==> config.mk <==
export PLATFORM = sky130hd
export DESIGN_NAME = jk_counter_register
export DESIGN_NICKNAME = d
export VERILOG_FILES = /design/src/rtl/jk_counter_register.sv
export SDC_FILE = /design/constraint.sdc
export NUM_CORES = 1
export LEC_CHECK = 0
export CAP_MARGIN = 15
export CORE_UTILIZATION = 35
export DETAILED_ROUTE_END_ITERATION = 12
export PLACE_DENSITY = 0.8
export SLEW_MARGIN = 20
export SYNTH_ARGS = -nofsm -noshare
export SYNTH_HDL_FRONTEND = slang
export SYNTH_SLANG_ARGS = --single-unit
==> constraint.sdc <==
create_clock -name iClk -period 1.6 [get_ports iClk]
set_input_delay 0.32 -clock iClk [delete_from_list [all_inputs] [get_ports iClk]]
set_output_delay 0.32 -clock iClk [all_outputs]
set_load 0.03 [all_outputs]
==> src/rtl/jk_counter_register.sv <==
// WIDTH-bit JK / modulo up-down register for the SAP-2 datapath; all state changes on the falling edge of iClk.
// One falling edge from sampled inputs to oQ/oWrap; oTC and oQBar are combinational; no backpressure.
module jk_counter_register #(
    parameter int               WIDTH     = 4,
    parameter int               MOD       = 16,
    parameter logic [WIDTH-1:0] RESET_VAL = '0
) (
    input  logic             iClk,
    input  logic             iReset,
    input  logic             iLoad,
    input  logic [WIDTH-1:0] iData,
    input  logic             iEnable,
    input  logic [1:0]       iMode,
    input  logic [WIDTH-1:0] iJ,
    input  logic [WIDTH-1:0] iK,
    output logic [WIDTH-1:0] oQ,
    output logic [WIDTH-1:0] oQBar,
    output logic             oTC,
    output logic             oWrap
);

    localparam logic [1:0] MODE_JK   = 2'b00;
    localparam logic [1:0] MODE_UP   = 2'b01;
    localparam logic [1:0] MODE_DOWN = 2'b10;
    localparam logic [1:0] MODE_HOLD = 2'b11;

    // Highest in-range count; with MOD = 2^WIDTH this is all ones, giving natural roll-over.
    localparam logic [WIDTH-1:0] MAX_VAL = WIDTH'(MOD - 1);

    logic [WIDTH-1:0] q_q;
    logic [WIDTH-1:0] q_d;
    logic             wrap_q;
    logic             wrap_d;
    logic             at_max;
    logic             at_zero;

    // Values loaded above MAX_VAL count as "at max" so up mode wraps them straight to 0.
    assign at_max  = (q_q >= MAX_VAL);
    assign at_zero = (q_q == '0);

    always_comb begin
        q_d    = q_q;
        wrap_d = 1'b0;
        if (iLoad) begin
            q_d = iData;
        end else if (iEnable) begin
            case (iMode)
                MODE_JK: begin
                    q_d = (iJ & ~q_q) | (~iK & q_q);
                end
                MODE_UP: begin
                    if (at_max) begin
                        q_d    = '0;
                        wrap_d = 1'b1;
                    end else begin
                        q_d = q_q + 1'b1;
                    end
                end
                MODE_DOWN: begin
                    if (at_zero) begin
                        q_d    = MAX_VAL;
                        wrap_d = 1'b1;
                    end else begin
                        q_d = q_q - 1'b1;
                    end
                end
                MODE_HOLD: begin
                    q_d = q_q;
                end
                default: begin
                    q_d = q_q;
                end
            endcase
        end
    end

    always_ff @(negedge iClk) begin
        if (!iReset) begin
            q_q    <= RESET_VAL;
            wrap_q <= 1'b0;
        end else begin
            q_q    <= q_d;
            wrap_q <= wrap_d;
        end
    end

    assign oQ    = q_q;
    assign oQBar = ~q_q;
    assign oWrap = wrap_q;
    assign oTC   = iEnable & (((iMode == MODE_UP) & at_max) | ((iMode == MODE_DOWN) & at_zero));

endmodule

==> run_1/port_trees.png <==
Scale: 10 px per um.
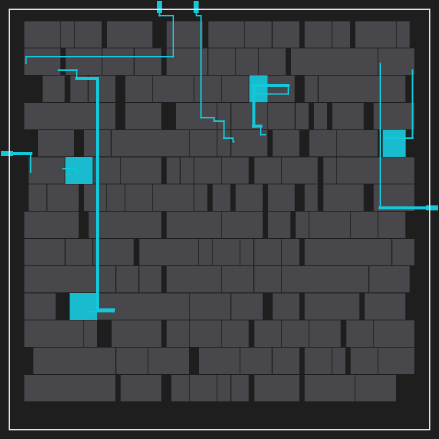
legend:
  `iJ`:
    color: cyan
    direction: input
    edge: 2 north, 1 east, 1 west
    end_cells: 4
    buffers: 4
    wire: 117 um

==> run_1/layers.png <==
Scale: 10 px per um.
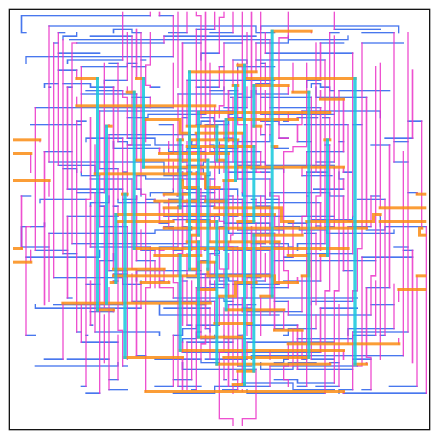
legend:
  M1:
    color: blue
    wire_length: 1160 um
  M2:
    color: magenta
    wire_length: 1790 um
  M3:
    color: orange
    wire_length: 440 um
  M4:
    color: cyan
    wire_length: 354 um

==> flow_metrics.env, run 1 <==
# physical design summary
export IMPL_pre_cts_ws_ns=-1.13
export IMPL_chipWidth_um=41.9
export IMPL_arrival_ns=2.35
export IMPL_overflow=0
export IMPL_drt_total_wl_um=3750
export IMPL_fin_ws_ns=-1.07
export IMPL_grt_pass1_wl_um=4890
export IMPL_io_pins=28
export IMPL_setup_viol=15
export IMPL_ys_warn_count=0
export IMPL_design_area_um2=1390
export IMPL_slew_violations=0
export IMPL_drive_gt1_share_pct=59.0
export IMPL_clk_latency_ns=0.38
export IMPL_relSlewSlack_pct=78.9
export IMPL_vdd_drop_max_v=0.000368
export IMPL_nFillCells=57
export IMPL_grt_pass1_vias=983
export IMPL_io_buffer_count=27
export IMPL_cts_buffers=3
export IMPL_violations="negative setup slack"
export IMPL_clk_transition_reported_paths_ns=0.11
export IMPL_dieHeight_um=41.9
export IMPL_ys_area_um2=557
export IMPL_crit_type="reg -> out"
export IMPL_power_density_nw_per_um2=644
export IMPL_gp_congestion=0.782
export IMPL_antenna_cells=0
export IMPL_most_common_layout_cells="buf_4, buf_6, clkdlybuf4s50_1, inv_1, nand2_1"
export IMPL_crit_path_max_incr_delay_ns=0.39
export IMPL_syn_num_nets=99
export IMPL_status="finished with violations"
export IMPL_placedCellCount=134
export IMPL_avgSynthCellArea_um2=7.33
export IMPL_end_kind="output port"
export IMPL_nets=168
export IMPL_cts_tree="yes"
export IMPL_required_ns=1.28
export IMPL_chipArea_um2=1750
export IMPL_tightest_slew_ns=0.313
export IMPL_ant_nets=0
export IMPL_synth_top_flop_cell="dfxtp_1"
export IMPL_power_w=0.000894
export IMPL_cts_sinks=5
export IMPL_dp_hpwl_um=1530
export IMPL_synth_cells=76
export IMPL_coreArea_um2=1490
export IMPL_synthArstFlopShare_pct=0
export IMPL_firstDrtPassIters=6
==> run_1/pinout.png <==
Scale: 6 px per um. Pins as bars across the die edge, other pins in gray.
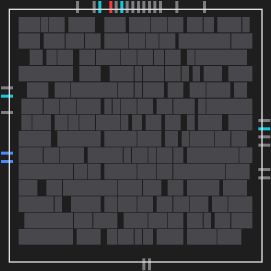
legend:
  `iJ`:
    color: cyan
    pins: 4
    direction: input
    edge: 2 north, 1 east, 1 west
  `iMode`:
    color: blue
    pins: 2
    direction: input
    edge: west
  `oTC`:
    color: red
    pins: 1
    direction: output
    edge: north
all pins by edge: 15 north, 6 east, 5 west, 2 south

-- run 1: metal layers --
| metal | wire (um) | GRT usage (%) | share of wire (%) |
|---|---|---|---|
| met5 | 0 | 0 | 0 |
| met1 | 1160 | 41.6 | 31 |
| met2 | 1790 | 63.7 | 48 |
| met4 | 353 | 27.1 | 9.4 |
| met3 | 440 | 8.70 | 12 |
-- run 1: worst min-delay path, cell delays in order (launching register included) --
cell     delay [ns]
dfxtp_4        0.38
o31ai_4        0.07
and2_4         0.15
nor3b_2        0.16
-- run 1: power by group --
| group | internal (W) | total, W | switching, W |
|---|---|---|---|
| Clock | 0.000108 | 0.000259 | 0.000151 |
| Combinational | 0.000254 | 0.000484 | 0.000230 |
| Sequential | 0.000134 | 0.000151 | 0.0000174 |
| Total | 0.000495 | 0.000894 | 0.000399 |
-- run 1: logic make-up (layout without fill, tap and decap cells) --
logic type,after synthesis,after routing,synth area share [%]
AND-OR/OR-AND,27,27,34.6
adder cells (fa/ha/maj),5,5,11.2
buffers and inverters,16,84,12.4
flip-flops,5,5,18.0
multiplexers,1,1,1.80
AND/OR/NAND/NOR,22,22,22.0
-- run 1: cell usage after synthesis, types with 2 or more instances --
library cell	n	area, um2
o21ai_0	2	10.0
o31ai_1	4	30.0
nor2b_1	3	18.8
o21ai_1	5	25.0
a21oi_1	3	15.0
nand2_1	9	33.8
clkbuf_1	2	7.51
inv_1	12	45.0
dfxtp_1	5	100
ha_1	5	62.6
-- run 1: flip-flops by register name (all words and copies together), names as in the netlist --
register,cells
oWrap,1
oQ,4
-- run 1: through the flow --
stage | TNS (ns) | util (%) | hold slack [ns]
after floorplan | -3.26 | - | 0.629
after global placement | -7.81 | 70.9 | 0.670
after detailed placement | -7.79 | 70.9 | 0.684
after CTS | -7.48 | 88.9 | 0.685
after global routing | -8.91 | 93.2 | 0.817
final | -8.77 | 93.2 | 0.825
-- run 1: what timing repair did --
item | CTS | global route
resized | 44 | 7
pin swaps | 11 | 6
endpoints found under the setup margin | 15 | 15
buffers inserted | 14 | 7
-- run 1: path summary, 6_finish.rpt --
check	startpoint	slack [ns]	cells after the start	endpoint
setup / recovery	oQ[0]$_SDFFE_NN0P_	-1.07	5	oTC
hold / removal	oQ[2]$_SDFFE_NN0P_	0.83	3	oWrap$_SDFF_NP0_
setup reg to reg	oQ[0]$_SDFFE_NN0P_	-0.18	7	oQ[3]$_SDFFE_NN0P_
hold reg to reg	oQ[2]$_SDFFE_NN0P_	0.83	3	oWrap$_SDFF_NP0_
-- run 1: area by class of cell --
type	count	area, um2	share of cell area (%)
timing repair buffer	64	604	43.6
multi-input combinational	55	527	38.0
sequential	5	116	8.39
inverter	11	75.1	5.41
clock buffer	3	22.5	1.62
clock inverter	6	22.5	1.62
tap	16	20.0	1.44
==> run_1/m2.png <==
Scale: 6 px per um.
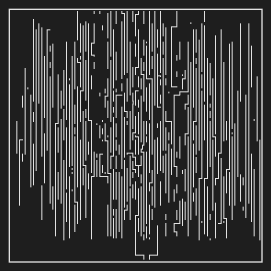

==> run 2: changes to the inputs <==
--- a/config.mk
+++ b/config.mk
@@ -5,9 +5,11 @@
 export SDC_FILE = /design/constraint.sdc
 export NUM_CORES = 1
 export LEC_CHECK = 0
+export ABC_CLOCK_PERIOD_IN_PS = 1600
 export CAP_MARGIN = 15
 export CORE_UTILIZATION = 35
 export DETAILED_ROUTE_END_ITERATION = 12
+export GPL_TIMING_DRIVEN = 0
 export PLACE_DENSITY = 0.8
 export SLEW_MARGIN = 20
 export SYNTH_ARGS = -nofsm -noshare
==> run_2/m2.png <==
Scale: 6 px per um.
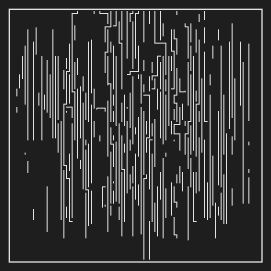
share of all routed wire: 54%
nets with wire on the layer: 143
main direction: vertical
longest straight run: 23.5 um
wire length on this layer: 1340 um

==> flow_metrics.env, run 2 <==
# physical design summary
export IMPL_yosysTopAreaCellShare_pct=18.0
export IMPL_io_pins=28
export IMPL_clk_latency_ns=0.31
export IMPL_slew_violations=0
export IMPL_muxShareOfSynthArea_pct=1.80
export IMPL_dieHeight_um=41.9
export IMPL_required_ns=1.28
export IMPL_status="finished with violations"
export IMPL_arrival_ns=2.27
export IMPL_ys_area_um2=557
export IMPL_ys_warn_count=0
export IMPL_fin_ws_ns=-0.992
export IMPL_grt_pass1_vias=772
export IMPL_end_kind="output port"
export IMPL_setup_tns_ns=-6.94
export IMPL_io_buffer_count=26
export IMPL_largest_area_cell="dfxtp_1"
export IMPL_firstDrtPassIters=5
export IMPL_top_logic_kind="AND-OR/OR-AND gates"
export IMPL_violations="negative setup slack"
export IMPL_nFillCells=67
export IMPL_cts_tree="yes"
export IMPL_setup_viol=15
export IMPL_cts_sinks=5
export IMPL_chipArea_um2=1750
==> run_2/port_trees.png <==
Scale: 10 px per um.
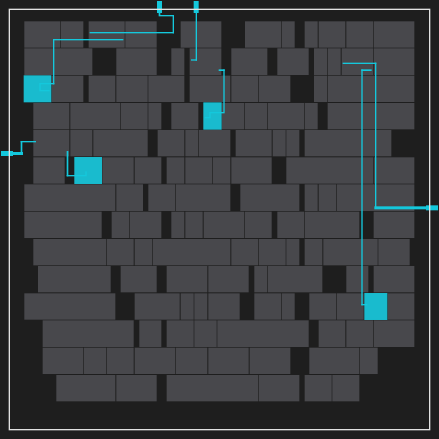
legend:
  `iJ`:
    color: cyan
    direction: input
    edge: 2 north, 1 east, 1 west
    end_cells: 4
    buffers: 4
    wire: 93.5 um

-- run 2: cell counts after synthesis --
No cell type changed its count.
-- run 2: tightest hold or removal path, cell delays in order, from the launching register on --
cell,delay [ns]
dfxtp_4,0.40
buf_4,0.16
a221oi_2,0.07
nor2_1,0.09
-- run 2: repair_timing --
item | CTS | global route
buffers inserted | 15 | 9
resized | 113 | 14
setup endpoints to repair | 15 | 15
hold buffers | 0 | 0
pin swaps | 17 | 10
-- run 2: worst paths after layout --
kind | cells past startpoint | endpoint | start | slack, ns
max | 6 | oTC | oQ[0]$_SDFFE_NN0P_ | -0.99
min | 3 | oQ[1]$_SDFFE_NN0P_ | oQ[1]$_SDFFE_NN0P_ | 0.76
max reg2reg | 6 | oQ[3]$_SDFFE_NN0P_ | oQ[0]$_SDFFE_NN0P_ | 0
min reg2reg | 3 | oQ[1]$_SDFFE_NN0P_ | oQ[1]$_SDFFE_NN0P_ | 0.76
-- run 2: layout make-up --
cell class,count,area (um2),area share [%]
multi-input cells,55,547,41.2
repair buffers,49,488,36.8
flip-flops and latches,5,116,8.77
inverters,11,75.1,5.66
plain buffers,3,35.0,2.64
clock buffers,3,22.5,1.70
clock inverters,6,22.5,1.70
well taps,16,20.0,1.51
-- run 2: per-stage QoR --
stage                     cell area [um2]  setup slack [ns]  std cells  hold WS (ns)  util, %
after floorplan                       677            -0.708         76         0.629        -
after global placement                957             -1.32        118         0.635     64.3
after detailed placement              957             -1.33        118         0.632     64.3
after CTS                            1200            -0.986        140         0.719     80.4
after global routing                 1330             -1.02        148         0.781     89.1
final                                1330            -0.992        148         0.761     89.1
-- run 2: cells by family after synthesis --
kind of cell	after synthesis
flops	5
compound gates	27
simple gates	22
buf+inv	16
mux	1
fa+ha+maj	5
-- run 2: where the power goes --
| part | switching [W] | internal [W] | total, W |
|---|---|---|---|
| combinational | 0.000199 | 0.000223 | 0.000422 |
| sequential | 0.0000178 | 0.000134 | 0.000152 |
| clock | 0.0000901 | 0.000105 | 0.000196 |
-- run 2: metal layers --
| layer | vias up | share of wire, % | wire length, um |
|---|---|---|---|
| met5 | - | 0 | 0 |
| met4 | 0 | 1.4 | 34 |
| met3 | 6 | 4.1 | 101 |
| met2 | 33 | 54 | 1340 |
| met1 | 401 | 40 | 999 |
| li1 | 386 | - | - |
==> run_2/pinout.png <==
Scale: 6 px per um. Pins as bars across the die edge, other pins in gray.
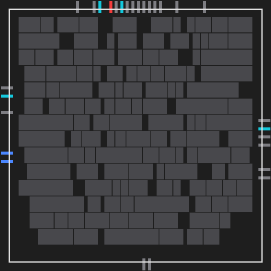

==> run 3: changes to the inputs <==
--- a/config.mk
+++ b/config.mk
@@ -7,10 +7,12 @@
 export LEC_CHECK = 0
 export ABC_CLOCK_PERIOD_IN_PS = 1600
 export CAP_MARGIN = 15
-export CORE_UTILIZATION = 35
+export CORE_AREA = 2 2 39 41
 export DETAILED_ROUTE_END_ITERATION = 12
+export DIE_AREA = 0 0 41 43
+export DONT_BUFFER_PORTS = 1
 export GPL_TIMING_DRIVEN = 0
-export PLACE_DENSITY = 0.8
+export PLACE_DENSITY = 0.64
 export SLEW_MARGIN = 20
 export SYNTH_ARGS = -nofsm -noshare
 export SYNTH_HDL_FRONTEND = slang
==> run_3/pinout.png <==
Scale: 6 px per um. Pins as bars across the die edge, other pins in gray.
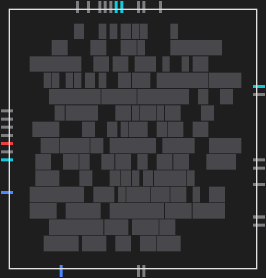
Die Wd: 41 um
Die Span Y: 43 um
I/O Buffers: 0

==> flow_metrics.env, run 3 <==
# physical design summary
export IMPL_r2r_slack_ns=-0.46
export IMPL_area_leaders="dfxtp_1, ha_1, inv_1"
export IMPL_gp_congestion=0.789
export IMPL_most_common_layout_cells="inv_1, nand2_1, buf_4, o21ai_1, dfxtp_4"
export IMPL_end_kind="output port"
export IMPL_setup_viol=15
export IMPL_wl_met1_um=749
export IMPL_hp_start="oQ[1]$_SDFFE_NN0P_"
export IMPL_crit_type="reg -> out"
export IMPL_status="finished with violations"
export IMPL_wl_met2_um=859
export IMPL_hold_path_depth=2
export IMPL_fin_ws_ns=-1.11
export IMPL_drive_gt1_share_pct=48.4
export IMPL_power_density_nw_per_um2=691
export IMPL_synthArstFlopShare_pct=0
export IMPL_chipArea_um2=1760
export IMPL_firstDrtPassIters=4
export IMPL_drt_total_wl_um=1770
export IMPL_antenna_cells=0
export IMPL_ys_warn_count=0
export IMPL_violations="negative setup slack"
export IMPL_coreArea_um2=1380
export IMPL_r2r_start="oQ[0]$_SDFFE_NN0P_"
export IMPL_fin_util_pct=65.0
export IMPL_min_to="oQ[1]$_SDFFE_NN0P_"
export IMPL_largest_reg_flops=4
==> run_3/m2.png <==
Scale: 6 px per um.
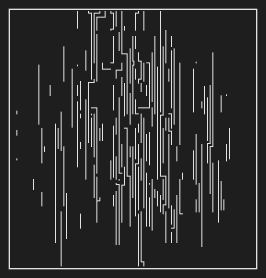
share of all routed wire: 49%
nets with wire on the layer: 101
main direction: vertical
longest straight run: 19.7 um

[run 3: cell counts after synthesis]
No cell type changed its count.
[run 3: timing repair]
action | in CTS | in global routing
pin swaps | 9 | 14
setup endpoints to repair | 15 | 15
hold buffers | 0 | 0
cloned | 0 | 0
buffers inserted | 7 | 6
gates resized | 15 | 10
[run 3: worst max-delay path by stage]
stage,startpoint,endpoint,slack [ns],depth (start not counted)
floorplan,oQ[0]$_SDFFE_NN0P_,oTC,-0.71,5
CTS,oQ[0]$_SDFFE_NN0P_,oTC,-1.11,5
global route,oQ[0]$_SDFFE_NN0P_,oTC,-1.15,5
global placement,oQ[0]$_SDFFE_NN0P_,oTC,-0.83,5
finish,oQ[0]$_SDFFE_NN0P_,oTC,-1.11,5
detailed placement,oQ[0]$_SDFFE_NN0P_,oTC,-0.82,5
[run 3: logic make-up after synthesis]
| logic type | count (synthesis) | share of synthesized area [%] |
|---|---|---|
| buffers and inverters | 16 | 12.4 |
| adders and majority gates | 5 | 11.2 |
| muxes | 1 | 1.80 |
| AOI/OAI and AO/OA | 27 | 34.6 |
| DFF | 5 | 18.0 |
| and+or+nand+nor | 22 | 22.0 |
[run 3: metal layers]
layer  vias up  GRT usage, %
li1        310             -
met1       290          22.8
met2        27          29.4
met3         2          10.5
met4         0          5.33
met5         -             0
[run 3: cell type report]
class / count / area, um2 / area share, %
timing repair buffer: 12 / 97.6 / 10.8
multi-input combinational: 55 / 495 / 55.1
buffer: 3 / 35.0 / 3.89
clock inverter: 6 / 22.5 / 2.50
clock buffer: 3 / 22.5 / 2.50
tap: 16 / 20.0 / 2.23
inverter: 11 / 87.6 / 9.74
sequential: 5 / 119 / 13.2
[run 3: report_power, final]
part	switching, W	internal, W
Clock	0.0000877	0.000105
Sequential	0.0000361	0.000133
Combinational	0.000132	0.000127
[run 3: tightest hold or removal path, stage by stage (launching register included)]
cell and delay (ns):
dfxtp_4 0.47, a221oi_2 0.09, nor2_1 0.09
[run 3: metrics by stage]
step	setup WS, ns	cell area, um2	TNS (ns)	power, W
2_1_floorplan	-0.708	677	-3.26	0.000350
3_3_place_gp	-0.833	697	-3.99	0.000379
3_5_place_dp	-0.823	697	-3.97	0.000381
4_1_cts	-1.11	818	-5.40	0.000588
5_1_grt	-1.15	900	-6.20	0.000663
6_report	-1.11	900	-5.68	0.000622
Power figures rest on the tool's default switching activity, not on a simulated workload.
